<file path="src/rtl/bus_bridge.sv">
// Memory-mapped bridge between the CPU MEM stage and data RAM / on-chip I/O
// (LEDs, switches, buttons, 7-segment scan driver, prescaled timer).
module bus_bridge #(
   parameter int DRAM_AW  = 14,
   parameter int SCAN_DIV = 20000
) (
   input  logic               cpu_clk,
   input  logic               cpu_rst,
   input  logic [31:0]        Bus_addr,
   input  logic               Bus_wen,
   input  logic [31:0]        Bus_wdata,
   output logic [31:0]        Bus_rdata,
   output logic [DRAM_AW-1:0] dram_addr,
   output logic               dram_wen,
   output logic [31:0]        dram_wdata,
   input  logic [31:0]        dram_rdata,
   input  logic [23:0]        sw,
   input  logic [4:0]         button,
   output logic [23:0]        led,
   output logic [7:0]         dig_en,
   output logic [7:0]         seg
);

   localparam int SCAN_W = (SCAN_DIV > 1) ? $clog2(SCAN_DIV) : 1;
   localparam logic [SCAN_W-1:0] SCAN_MAX = SCAN_W'(SCAN_DIV - 1);

   // Word offsets within the 4 KiB I/O page
   localparam logic [9:0] OFF_SEG  = 10'h000;
   localparam logic [9:0] OFF_TCNT = 10'h008;
   localparam logic [9:0] OFF_TDIV = 10'h009;
   localparam logic [9:0] OFF_LED  = 10'h018;
   localparam logic [9:0] OFF_SW   = 10'h01C;
   localparam logic [9:0] OFF_BTN  = 10'h01E;

   logic              is_io;
   logic [9:0]        word;
   logic              io_wr;
   logic [31:0]       seg_reg;
   logic [31:0]       tcnt;
   logic [31:0]       tdiv;
   logic [31:0]       presc;
   logic              tick;
   logic [23:0]       sw_s1, sw_s2;
   logic [4:0]        btn_s1, btn_s2;
   logic [SCAN_W-1:0] scan_cnt;
   logic [2:0]        idx;
   logic [3:0]        nib;
   logic              unused_addr;

   assign is_io       = (Bus_addr[31:12] == 20'hFFFFF);
   assign word        = Bus_addr[11:2];
   assign io_wr       = Bus_wen & is_io;
   assign unused_addr = ^Bus_addr[1:0];

   assign dram_addr  = Bus_addr[DRAM_AW+1:2];
   assign dram_wen   = Bus_wen & ~is_io;
   assign dram_wdata = Bus_wdata;

   always_comb begin
      Bus_rdata = 32'h0;
      if (!is_io) begin
         Bus_rdata = dram_rdata;
      end else begin
         case (word)
            OFF_SEG:  Bus_rdata = seg_reg;
            OFF_TCNT: Bus_rdata = tcnt;
            OFF_TDIV: Bus_rdata = tdiv;
            OFF_LED:  Bus_rdata = {8'h0, led};
            OFF_SW:   Bus_rdata = {8'h0, sw_s2};
            OFF_BTN:  Bus_rdata = {27'h0, btn_s2};
            default:  Bus_rdata = 32'h0;
         endcase
      end
   end

   // Peripheral registers and input synchronisers
   always_ff @(posedge cpu_clk or negedge cpu_rst) begin
      if (!cpu_rst) begin
         seg_reg <= 32'h0;
         led     <= 24'h0;
         sw_s1   <= 24'h0;
         sw_s2   <= 24'h0;
         btn_s1  <= 5'h0;
         btn_s2  <= 5'h0;
      end else begin
         sw_s1  <= sw;
         sw_s2  <= sw_s1;
         btn_s1 <= button;
         btn_s2 <= btn_s1;
         if (io_wr && word == OFF_SEG) seg_reg <= Bus_wdata;
         if (io_wr && word == OFF_LED) led     <= Bus_wdata[23:0];
      end
   end

   // Timer: a TCNT write takes priority over a coincident tick
   assign tick = (tdiv != 32'h0) && (presc == tdiv - 32'd1);

   always_ff @(posedge cpu_clk or negedge cpu_rst) begin
      if (!cpu_rst) begin
         tcnt  <= 32'h0;
         tdiv  <= 32'h0;
         presc <= 32'h0;
      end else begin
         if (io_wr && word == OFF_TCNT) tcnt <= Bus_wdata;
         else if (tick)                 tcnt <= tcnt + 32'd1;

         if (io_wr && word == OFF_TDIV) tdiv <= Bus_wdata;

         if (io_wr && (word == OFF_TCNT || word == OFF_TDIV)) presc <= 32'h0;
         else if (tick)                                      presc <= 32'h0;
         else if (tdiv != 32'h0)                             presc <= presc + 32'd1;
      end
   end

   // Display scan
   always_ff @(posedge cpu_clk or negedge cpu_rst) begin
      if (!cpu_rst) begin
         scan_cnt <= '0;
         idx      <= 3'd0;
      end else if (scan_cnt == SCAN_MAX) begin
         scan_cnt <= '0;
         idx      <= idx + 3'd1;
      end else begin
         scan_cnt <= scan_cnt + 1'b1;
      end
   end

   assign nib    = seg_reg[{idx, 2'b00} +: 4];
   assign dig_en = ~(8'b1 << idx);

   always_comb begin
      seg = 8'hFF;
      case (nib)
         4'h0: seg = 8'h03;
         4'h1: seg = 8'h9F;
         4'h2: seg = 8'h25;
         4'h3: seg = 8'h0D;
         4'h4: seg = 8'h99;
         4'h5: seg = 8'h49;
         4'h6: seg = 8'h41;
         4'h7: seg = 8'h1F;
         4'h8: seg = 8'h01;
         4'h9: seg = 8'h09;
         4'hA: seg = 8'h11;
         4'hB: seg = 8'hC1;
         4'hC: seg = 8'h63;
         4'hD: seg = 8'h85;
         4'hE: seg = 8'h61;
         4'hF: seg = 8'h71;
         default: seg = 8'hFF;
      endcase
   end

endmodule

</file>
<file path="config.mk">
export PLATFORM = sky130hd
export DESIGN_NAME = bus_bridge
export DESIGN_NICKNAME = d
export VERILOG_FILES = /design/src/rtl/bus_bridge.sv
export SDC_FILE = /design/constraint.sdc
export NUM_CORES = 1
export LEC_CHECK = 0
export CORE_AREA = 10 10 178 180
export DETAILED_ROUTE_END_ITERATION = 10
export DIE_AREA = 0 0 188 190
export PLACE_DENSITY = 0.69
export SLEW_MARGIN = 30
export SYNTH_ARGS = -nofsm -noshare
export SYNTH_HDL_FRONTEND = slang
export SYNTH_SLANG_ARGS = --single-unit
</file>
<file path="constraint.sdc">
create_clock -name cpu_clk -period 4.4 [get_ports cpu_clk]
set_input_delay 0.88 -clock cpu_clk [delete_from_list [all_inputs] [get_ports cpu_clk]]
set_output_delay 0.88 -clock cpu_clk [all_outputs]
set_load 0.03 [all_outputs]
</file>
**Run 1: where the registers sit**

Drawn at 2 px/um. Other sequential cells in the stronger gray, the rest of the logic in the fainter gray.
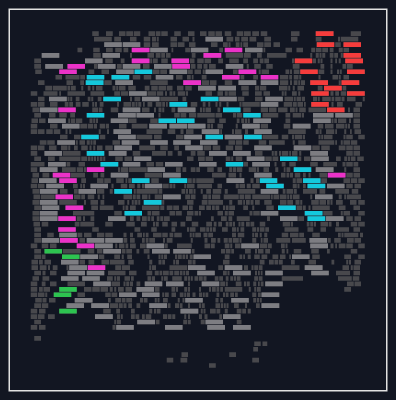
legend:
  btn_s1:
    color: green
    sequential_cells: 5
    where: bottom left
  scan_cnt:
    color: red
    sequential_cells: 15
    where: top right
  tcnt:
    color: cyan
    sequential_cells: 32
  sw_s2:
    color: magenta
    sequential_cells: 24
Core Util, Final: 0.5692
Flop area: 5709 um2
P_seq: 2.13 mW
fraction of area in registers: 0.3552

**Run 1: PDN straps and rails**

Drawn at 2 px/um. Pins as bars on the die edge.
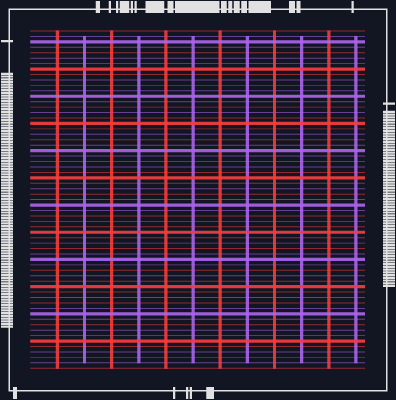
legend:
  VSS:
    color: red
  VDD:
    color: purple
met4 straps: 12
signal pins: 247
rows: 62
met5 straps: 12
met1 rails: 63
Chip Width: 188 um
core area: 28,240 um2

**Run 1: the metal 2 layer**

Drawn at 2 px/um.
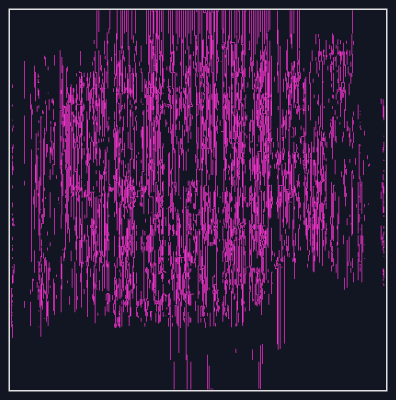
nets with wire on the layer: 1,340
share of all routed wire: 48%

**Run 1: placement density heat map**

Drawn at 2 px/um. The die is cut into 19 by 19 equal tiles; black is low, pale yellow is high, 0 to 100% covered.
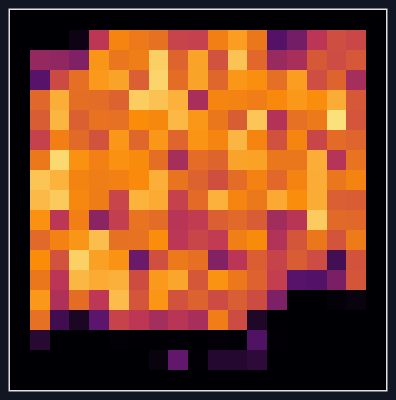
emptiest ninth of the die: bottom right
nearly empty tiles: 30%
fullest tile: 93%
tiles over 75% full: 18%
mean over tiles: 44%
Floorplan Utilization: 0.4405

==> results.json, run 1 <==
{
  "flop_cell": "dfrtp_1",
  "fp-row-count": 62,
  "post_synth_instance_area_um2": 12440,
  "finClkSkew_ns": 0.01665,
  "power.total_mw": 4.704,
  "ys_cells": 1234,
  "hold_class": "input port to async pin",
  "viasPerCell": 5.695,
  "tightest_slew_ns": 0.8021,
  "cts_sinks": 228,
  "drtIter0Drc": 870,
  "ys.flops": 228,
  "antenna_left": 0,
  "worstSetupEndpointType": "output port",
  "clock.latency.late_pin_ns": 0.53,
  "layout-drive-gt1-share": 0.1699,
  "required_ns": 3.52,
  "reg2reg_depth": 12,
  "drv_slew": 0,
  "holdWs_ns": 0.3253,
  "io_buffers": 243,
  "area_growth_pct": 29.20,
  "cts_made_buffers": 25,
  "htreeDepth": 1,
  "drc_errors": 0,
  "finalHoldViolCount": 0,
  "critPathBufInv": 4,
  "area_leaders": "dfrtp_1, mux2_2, xnor2_1, nand2_1, buf_4",
  "ir_drop_mv": 0.2847,
  "warning_count": 37,
  "logic_family": "simple AND/OR/NAND/NOR gates",
  "top_area_frac": 0.4587,
  "syn_avg_cell_area_um2": 10.08,
  "place_congestion": 0.8637,
  "ioPinCount": 247,
  "path_cells": "clkdlybuf4s50_1 > nor3_1 > nand2_1 > or3_1 > nor4_2 > buf_4 > buf_12 > a222oi_1 > a31oi_1 > buf_12",
  "grt_pass1_vias": 10510,
  "clock.fmax_mhz": 234.9,
  "ys_types": 71,
  "post-dp-hpwl_mm": 28.66,
  "cts_hold_buf": 0,
  "rsz0062_at_grt": "false",
  "largest_area_cell": "dfrtp_1",
  "critical_path.max_stage_delay_ns": 0.44,
  "vias": 10370,
  "mux_area_frac": 0.1049,
  "critPathMaxFanout": 28,
  "gr-total-overflow": 0,
  "top_cells_by_count": "dfrtp_1, nand2_1, nor2_1",
  "grt_max_degree": 81,
  "max_cap_viol_count": 0,
  "synthCells": 1234,
  "seq_area_frac_synth": 0.4587,
  "grt_pass1_wl_mm": 59.64,
  "drt-total-wl_mm": 38.18,
  "clk_pin_slew_ns": 0.06,
  "cts-root-buf": "clkbuf_16",
  "power.leakage_nw": 6.980,
  "clock_path_buffers": 3,
  "antenna_found_initial": 1,
  "crit_slowest_cell": "or3_1",
  "layout.nets": 1562,
  "slew_headroom": 0.4633,
  "worst_path_most_repeated_cell": "buf_12",
  "syn-num-nets": 1378,
  "async_flop_share": 1.000,
  "post-route-period-util": 0.9677,
  "track_usage": 0.2067,
  "crit_type": "input port to output port",
  "final.setup.tns_ns": 0,
  "crit_family": "simple AND/OR/NAND/NOR gates",
  "power_per_cell_area_nw_per_um2": 292.7,
  "wl_per_cell_um": 20.96,
  "drtPass1Iterations": 8,
  "xor_area_frac": 0.05351,
  "cp_num_cells": 10,
  "top_cell": "dfrtp_1",
  "setup_violations": 0,
  "min_period_ns": 4.258,
  "fa_ha_area_frac": 0.01609,
  "post_cts_buffers": 0,
  "ys_chip_area_um2": 12440,
  "status": "finished, final reports clean",
  "cts.repair.resized": 2,
  "synth-edff-count": 0,
  "cts_tree": "built",
  "start_kind": "input port",
  "yosys_warnings": 0,
  "crit_arrival_ns": 3.38,
  "ys_sh_simple": 0.1754,
  "die-area_um2": 35720,
  "ys_sh_aoi": 0.1275
}
## run 1: worst paths after layout
| kind | start | to | slack (ns) |
|---|---|---|---|
| max in group asynchronous | cpu_rst | seg_reg[12] | 3.27 |
| worst max register to register | tdiv[1] | presc[10] | 0.36 |
| min in group cpu_clk | btn_s1[3] | btn_s2[3] | 0.34 |
| worst max-delay path | Bus_addr[7] | Bus_rdata[6] | 0.14 |
| worst min-delay path | cpu_rst | scan_cnt[13] | 0.33 |
| worst min register to register | btn_s1[3] | btn_s2[3] | 0.34 |
## run 1: area by class of cell
type	instances	area (um2)
Antenna cell	1	2.502
Clock buffer	34	689.4
Clock inverter	11	161.4
Fill cell	2440	12170
Inverter	34	127.6
Multi-Input combinational cell	851	5968
Sequential cell	228	5709
Tap cell	384	480.5
Timing Repair Buffer	278	2933
## run 1: cells in the final DEF (no fill, tap or decap), types with 9 or more instances in the layout
cell type / Yosys / layout
a21oi_1: 33 / 33
a222oi_1: 28 / 28
a22oi_1: 20 / 20
a31oi_1: 50 / 50
and2_1: 11 / 10
and3_1: 22 / 21
buf_12: 0 / 23
buf_4: 49 / 43
clkbuf_16: 0 / 25
clkdlybuf4s50_1: 0 / 208
dfrtp_1: 228 / 227
ha_1: 16 / 16
inv_1: 33 / 33
mux2_2: 91 / 91
mux2i_1: 10 / 9
nand2_1: 115 / 115
nand2b_1: 9 / 9
nand3_1: 40 / 40
nand4_1: 21 / 21
nor2_1: 94 / 91
nor3_1: 30 / 29
nor4_1: 12 / 11
o21ai_0: 54 / 53
xnor2_1: 58 / 58
xor2_1: 18 / 18
## run 1: power breakdown
| group | leakage, nW | total, mW | internal [mW] | switching, mW |
|---|---|---|---|---|
| sequential | 2.87 | 2.13 | 2.12 | 0.00746 |
| clock | 0.418 | 2.18 | 1.33 | 0.853 |
| combinational | 3.69 | 0.390 | 0.187 | 0.203 |
## run 1: per-layer routing
metal,vias to the layer above,share of wire,GRT usage
met3,51,0.081,0.05676
met1,5129,0.42,0.2597
met5,-,0,0
li1,4804,-,-
met2,387,0.48,0.3471
met4,0,0.022,0.04892
## run 1: metrics by stage
step                instances  cell area [um2]  setup slack (ns)
finish                   1821            16070            0.1421
global route             1821            16070           0.01134
CTS                      1820            16060           0.02657
detailed placement       1775            15210            0.1731
global placement         1774            15180            0.2434
floorplan                1234            12440            0.3394
## run 1: logic make-up (layout without fill, tap and decap cells)
logic type,Yosys count,in the layout
compound gates,237,237
fa+ha+maj,16,16
simple gates,412,412
xor+xnor,76,76
mux,109,109
other cells,1,2
flops,228,228
buf+inv,155,357
==> run 2, diff against run 1 <==
Settings changed: SKIP_LAST_GASP set to 1.
Clock period 4.4 ns to 4.3 ns, I/O delays scaled along.
**Run 2: placement density heat map**

Drawn at 2 px/um. The die is cut into 19 by 19 equal tiles; black is low, pale yellow is high, 0 to 100% covered.
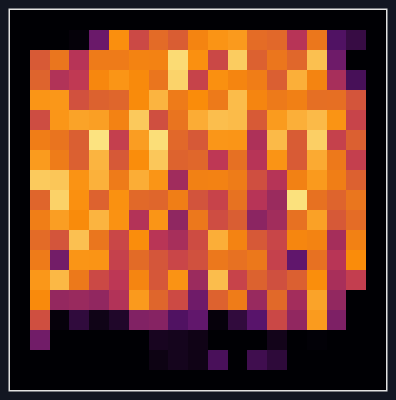
mean over tiles: 44%
tiles over 75% full: 19%
fullest tile: 94%
nearly empty tiles: 28%

==> run 2 against run 1 <==
Against the previous run:
- cell count up 0.44%
- area after synthesis unchanged
- register-to-register slack improved by 0.10 ns
- utilization up 0.31 points
- combinational power up 2%
- routed wire length increased by 2.4%
- first-iteration DRC count grew 3.9%
- highest routed layer unchanged
- non-clock buffer count is 8 higher
- largest power group unchanged
- clock skew is 0.0041 ns lower
- synthesized cell count is the same
==> results.json, run 2 <==
{
  "area_leaders": "dfrtp_1, mux2_2, xnor2_1, nand2_1, buf_4",
  "top_cells_by_count": "dfrtp_1, nand2_1, nor2_1",
  "slew_headroom": 0.4432,
  "synthCells": 1234,
  "grt_pass1_wl_mm": 61.43,
  "track_usage": 0.2123,
  "clk_pin_slew_ns": 0.06,
  "async_flop_share": 1.000,
  "tightest_slew_ns": 0.8351,
  "layout_top_cell": "dfrtp_1",
  "drt-total-wl_mm": 39.08,
  "grt_pass1_vias": 10880,
  "ioPinCount": 247,
  "ir_drop_mv": 0.2824,
  "crit_arrival_ns": 3.34,
  "stdcell_count": 1829,
  "fp-row-count": 62,
  "cts-root-buf": "clkbuf_16",
  "fillCellCount": 2424,
  "hold_class": "flop to flop",
  "flop_cell": "dfrtp_1",
  "largest_area_cell": "dfrtp_1",
  "layout.nets": 1570,
  "viasPerCell": 5.762,
  "htreeDepth": 1,
  "diodes": 0,
  "finalHoldViolCount": 0,
  "vias": 10540,
  "cts_hold_buf": 0,
  "drc_errors": 0,
  "setup_slack_ns": 0.1018,
  "status": "finished, final reports clean",
  "drtPass1Iterations": 6,
  "post-route-period-util": 0.9763,
  "reg2reg_depth": 10,
  "cts_sinks": 228,
  "final.setup.tns_ns": 0,
  "place_congestion": 0.8637,
  "ys_cells": 1234,
  "ys.flops": 228,
  "core-area_um2": 28240,
  "syn_avg_cell_area_um2": 10.08,
  "die-area_um2": 35720,
  "clock_path_buffers": 3,
  "r2r_start": "tdiv[13]",
  "finClkSkew_ns": 0.01260,
  "worstSetupEndpointType": "output port",
  "wl_per_cell_um": 21.37,
  "crit_type": "input port to output port",
  "max_cap_viol_count": 0,
  "dp.cells": 1780,
  "cts_tree": "built",
  "lay_top_cells": "dfrtp_1, clkdlybuf4s50_1, nand2_1",
  "clock.fmax_mhz": 238.2,
  "power.leakage_nw": 7.018,
  "grt_max_degree": 106,
  "critPathMaxFanout": 23,
  "initCoreUtil": 0.4405,
  "place_ws_ns": 0.04556,
  "setup_violations": 0,
  "antenna_left": 0,
  "rsz0062_at_grt": "false",
  "reg2reg_to": "presc[10]",
  "fp.dieW_um": 188
}
**Run 2: the metal 2 layer**

Drawn at 2 px/um.
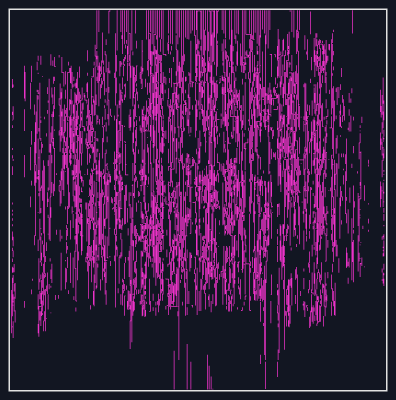
wire length on this layer: 18,800 um
main direction: vertical

## run 2: cell counts after synthesis
No cell type changed its count.
## run 2: power by group
| part | internal [mW] | switching (mW) |
|---|---|---|
| combinational | 0.190 | 0.207 |
| clock | 1.42 | 0.940 |
| sequential | 2.17 | 0.00844 |
| total | 3.78 | 1.16 |
## run 2: layout make-up
| type | count | area [um2] | share of cell area |
|---|---|---|---|
| sequential | 228 | 5708 | 0.3533 |
| clock inverter | 17 | 239.0 | 0.01479 |
| inverter | 34 | 127.6 | 0.007898 |
| timing repair buffer | 286 | 2950 | 0.1826 |
| multi-input combinational | 851 | 5992 | 0.3708 |
| tap | 384 | 480.5 | 0.02974 |
| clock buffer | 29 | 660.6 | 0.04089 |
## run 2: metrics by stage
step | power, mW | util
after global placement | 2.620 | 0.5382
after CTS | 4.969 | 0.5706
after detailed placement | 2.623 | 0.5383
final | 4.934 | 0.5722
after global routing | 5.072 | 0.5722
after floorplan | 2.353 | -
## run 2: metal layers
layer  routed length [um]  GRT usage
met5                    0          0
met4                  860    0.05446
met3                 2839    0.04614
met1                16560     0.2729
met2                18820     0.3561
## run 2: kinds of logic (layout without fill, tap and decap cells)
kind of cell | Yosys count | after routing | synth area share
AND-OR/OR-AND | 237 | 237 | 0.1275
AND/OR/NAND/NOR | 412 | 412 | 0.1754
other | 1 | 1 | 0.0003015
adder cells (fa/ha/maj) | 16 | 16 | 0.01609
multiplexers | 109 | 109 | 0.1049
XOR/XNOR | 76 | 76 | 0.05351
buffers and inverters | 155 | 366 | 0.06357
flip-flops | 228 | 228 | 0.4587
## run 2: how the worst max path moves through the flow
| stage | from | end | slack [ns] | cells after the start |
|---|---|---|---|---|
| after floorplan | Bus_addr[7] | Bus_rdata[27] | 0.28 | 8 |
| after global placement | Bus_addr[7] | Bus_rdata[6] | 0.12 | 9 |
| after detailed placement | Bus_addr[7] | Bus_rdata[23] | 0.05 | 9 |
| after CTS | Bus_addr[7] | Bus_rdata[8] | 0.04 | 9 |
| after global routing | Bus_addr[9] | Bus_rdata[29] | 0.006 | 9 |
| final | Bus_addr[7] | Bus_rdata[23] | 0.10 | 9 |
## run 2: timing repair
| item | 4_1_cts | 5_1_grt |
|---|---|---|
| setup endpoints to repair | 7 | 15 |
| pin swaps | 0 | 0 |
| resized | 4 | 6 |
| gates cloned | 0 | 0 |
| setup buffers | 0 | 3 |
## run 2: critical path: stages
cell	delay, ns
clkdlybuf4s50_1	0.42
nor3_1	0.18
nand2_1	0.15
or3_1	0.45
nor4_2	0.27
buf_6	0.29
a222oi_1	0.15
a31oi_1	0.38
buf_12	0.18
==> run 3, diff against run 2 <==
Settings changed: CAP_MARGIN set to 30, CTS_CLUSTER_DIAMETER set to 100, TNS_END_PERCENT set to 20.
**Run 3: clock routing**

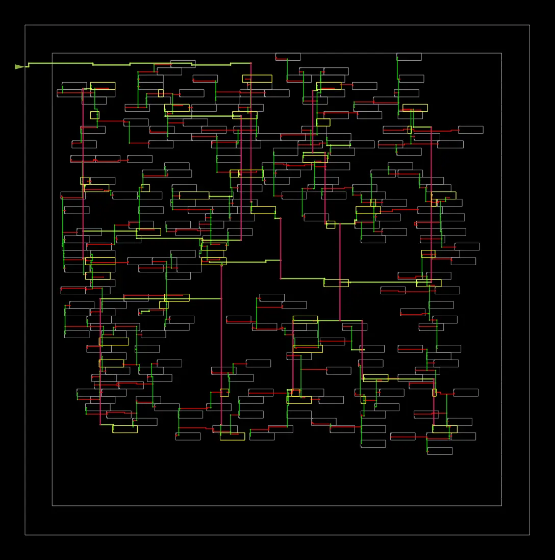
clk_skew: 0.01032 ns
CTS sink count: 228
P_clk: 2.35 mW

==> run 3 against run 2 <==
Against the previous run:
- sequential share of layout area hardly changed
- global-route usage hardly changed
- area after synthesis stayed put
- combinational power hardly changed
- worst hold slack worse by 0.00069 ns
- via count is 0.22% higher
- cell area hardly changed
- critical path type unchanged
- first-iteration DRC count is 4.8% higher
- clock skew is 0.0023 ns lower
- synthesized cell count stayed put
- flip-flop count stayed put
- die area stayed put
==> results.json, run 3 <==
{
  "drt-total-wl_mm": 38.97,
  "top_cells_by_count": "dfrtp_1, nand2_1, nor2_1",
  "htreeDepth": 1,
  "status": "finished, final reports clean",
  "grt_pass1_vias": 10880,
  "track_usage": 0.2123,
  "hold_class": "flop to flop",
  "worstSetupEndpointType": "output port",
  "seq_area_frac_synth": 0.4587,
  "diodes": 0,
  "crit_type": "input port to output port",
  "top_area_frac": 0.4587,
  "synthCells": 1234,
  "slew_headroom": 0.4447,
  "syn-num-nets": 1378,
  "clk_pin_slew_ns": 0.06,
  "gr-total-overflow": 0,
  "area_growth_pct": 29.85,
  "min_period_ns": 4.184,
  "post-dp-hpwl_mm": 28.92,
  "layout_top_cell": "dfrtp_1",
  "max_cap_viol_count": 0,
  "initCoreUtil": 0.4405,
  "drc_errors": 0,
  "grt_max_degree": 106,
  "fp-row-count": 62,
  "io_buffers": 243,
  "holdWs_ns": 0.3457,
  "drtIter0Drc": 947,
  "area_leaders": "dfrtp_1, mux2_2, xnor2_1, nand2_1, buf_4",
  "layout.nets": 1571,
  "antenna_found_initial": 0,
  "antenna_left": 0,
  "power.leakage_nw": 7.023,
  "dieHeight_um": 190,
  "cts_made_buffers": 25,
  "viasPerCell": 5.772,
  "ir_drop_mv": 0.2828,
  "die-area_um2": 35720,
  "fp.dieW_um": 188,
  "layout-drive-gt1-share": 0.1798,
  "lay_top_cells": "dfrtp_1, clkdlybuf4s50_1, nand2_1",
  "place_ws_ns": 0.04556,
  "clock.fmax_mhz": 239.0,
  "core-area_um2": 28240,
  "ys_cells": 1234,
  "flop_cell": "dfrtp_1",
  "cts-root-buf": "clkbuf_16",
  "synth-edff-count": 0,
  "ys_chip_area_um2": 12440,
  "ys_types": 71,
  "power_per_cell_area_nw_per_um2": 305.1,
  "cts_hold_buf": 0,
  "crit_arrival_ns": 3.32,
  "start_kind": "input port",
  "required_ns": 3.44,
  "setup_violations": 0,
  "clock_path_buffers": 3,
  "cts_tree": "built",
  "ioPinCount": 247,
  "post-route-period-util": 0.9729,
  "post_synth_instance_area_um2": 12440,
  "critPathMaxFanout": 23,
  "final.setup.tns_ns": 0,
  "tightest_slew_ns": 0.8330,
  "warning_count": 41,
  "wl_per_cell_um": 21.29,
  "grt_pass1_wl_mm": 61.44,
  "ys.flops": 228,
  "largest_area_cell": "dfrtp_1",
  "finalHoldViolCount": 0,
  "yosys_warnings": 0,
  "syn_avg_cell_area_um2": 10.08,
  "place_congestion": 0.8637,
  "rsz0062_at_grt": "true",
  "drv_slew": 0,
  "setup_slack_ns": 0.1165,
  "clock.latency.late_pin_ns": 0.54,
  "drtPass1Iterations": 5,
  "async_flop_share": 1.000,
  "vias": 10560,
  "top_cell": "dfrtp_1"
}
**Run 3: placement density heat map**

Drawn at 2 px/um. The die is cut into 19 by 19 equal tiles; black is low, pale yellow is high, 0 to 100% covered.
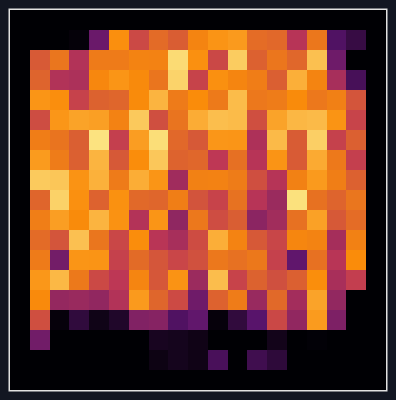
mean over tiles: 44%
fullest tile: 94%
nearly empty tiles: 28%
tiles over 75% full: 19%

[run 3: cell families (layout without fill, tap and decap cells)]
family | after synthesis | after routing | synth area share
compound gates | 237 | 237 | 0.1275
xor+xnor | 76 | 76 | 0.05351
fa+ha+maj | 16 | 16 | 0.01609
buf+inv | 155 | 367 | 0.06357
flops | 228 | 228 | 0.4587
mux | 109 | 109 | 0.1049
other cells | 1 | 1 | 0.0003015
simple gates | 412 | 412 | 0.1754
[run 3: routing by layer]
layer / vias to the layer above / share of wire / global-route usage
met1: 5257 / 0.42 / 0.2725
li1: 4832 / - / -
met3: 52 / 0.076 / 0.04614
met5: - / 0 / 0
met4: 0 / 0.022 / 0.05446
met2: 421 / 0.48 / 0.3565
[run 3: path summary, 6_finish.rpt]
path	slack, ns	startpoint	endpoint	cells past startpoint
min in group asynchronous	0.37	cpu_rst	sw_s1[20]	1
worst min-delay path	0.35	sw_s1[5]	sw_s2[5]	0
max in group asynchronous	2.87	cpu_rst	presc[24]	2
worst min register to register	0.35	sw_s1[5]	sw_s2[5]	0
worst max register to register	0.45	tdiv[13]	presc[10]	10
worst max-delay path	0.12	Bus_addr[7]	Bus_rdata[6]	9
[run 3: critical path, cell delays in order]
cell and delay, ns:
clkdlybuf4s50_1 0.42, nor3_1 0.18, nand2_1 0.15, or3_1 0.45, nor4_2 0.26, buf_6 0.29, a222oi_1 0.15, a31oi_1 0.35
buf_12 0.17
[run 3: repair_timing]
| item | CTS | global route |
|---|---|---|
| endpoints found under the setup margin | 7 | 15 |
| gates resized | 3 | 5 |
| setup buffers | 0 | 4 |
| gates cloned | 0 | 0 |
[run 3: cell type report]
class | instances | area (um2)
inverter | 34 | 127.6
multi-input combinational | 851 | 5979
timing repair buffer | 287 | 2958
fill | 2425 | 12080
sequential | 228 | 5708
tap | 384 | 480.5
clock buffer | 29 | 660.6
clock inverter | 17 | 239.0
[run 3: report_power, final]
group | switching [mW] | internal (mW) | total, mW
Clock | 0.935 | 1.42 | 2.35
Combinational | 0.207 | 0.190 | 0.397
Sequential | 0.00842 | 2.17 | 2.18
Total | 1.15 | 3.78 | 4.93
[run 3: metrics by stage]
stage / utilization / instance area [um2] / instances / power (mW)
after floorplan: - / 12440 / 1234 / 2.353
after global routing: 0.5720 / 16150 / 1830 / 5.072
after global placement: 0.5382 / 15200 / 1780 / 2.620
final: 0.5720 / 16150 / 1830 / 4.929
after detailed placement: 0.5383 / 15200 / 1780 / 2.623
after CTS: 0.5703 / 16100 / 1826 / 4.969
Power is estimated from default activity; no workload was simulated.
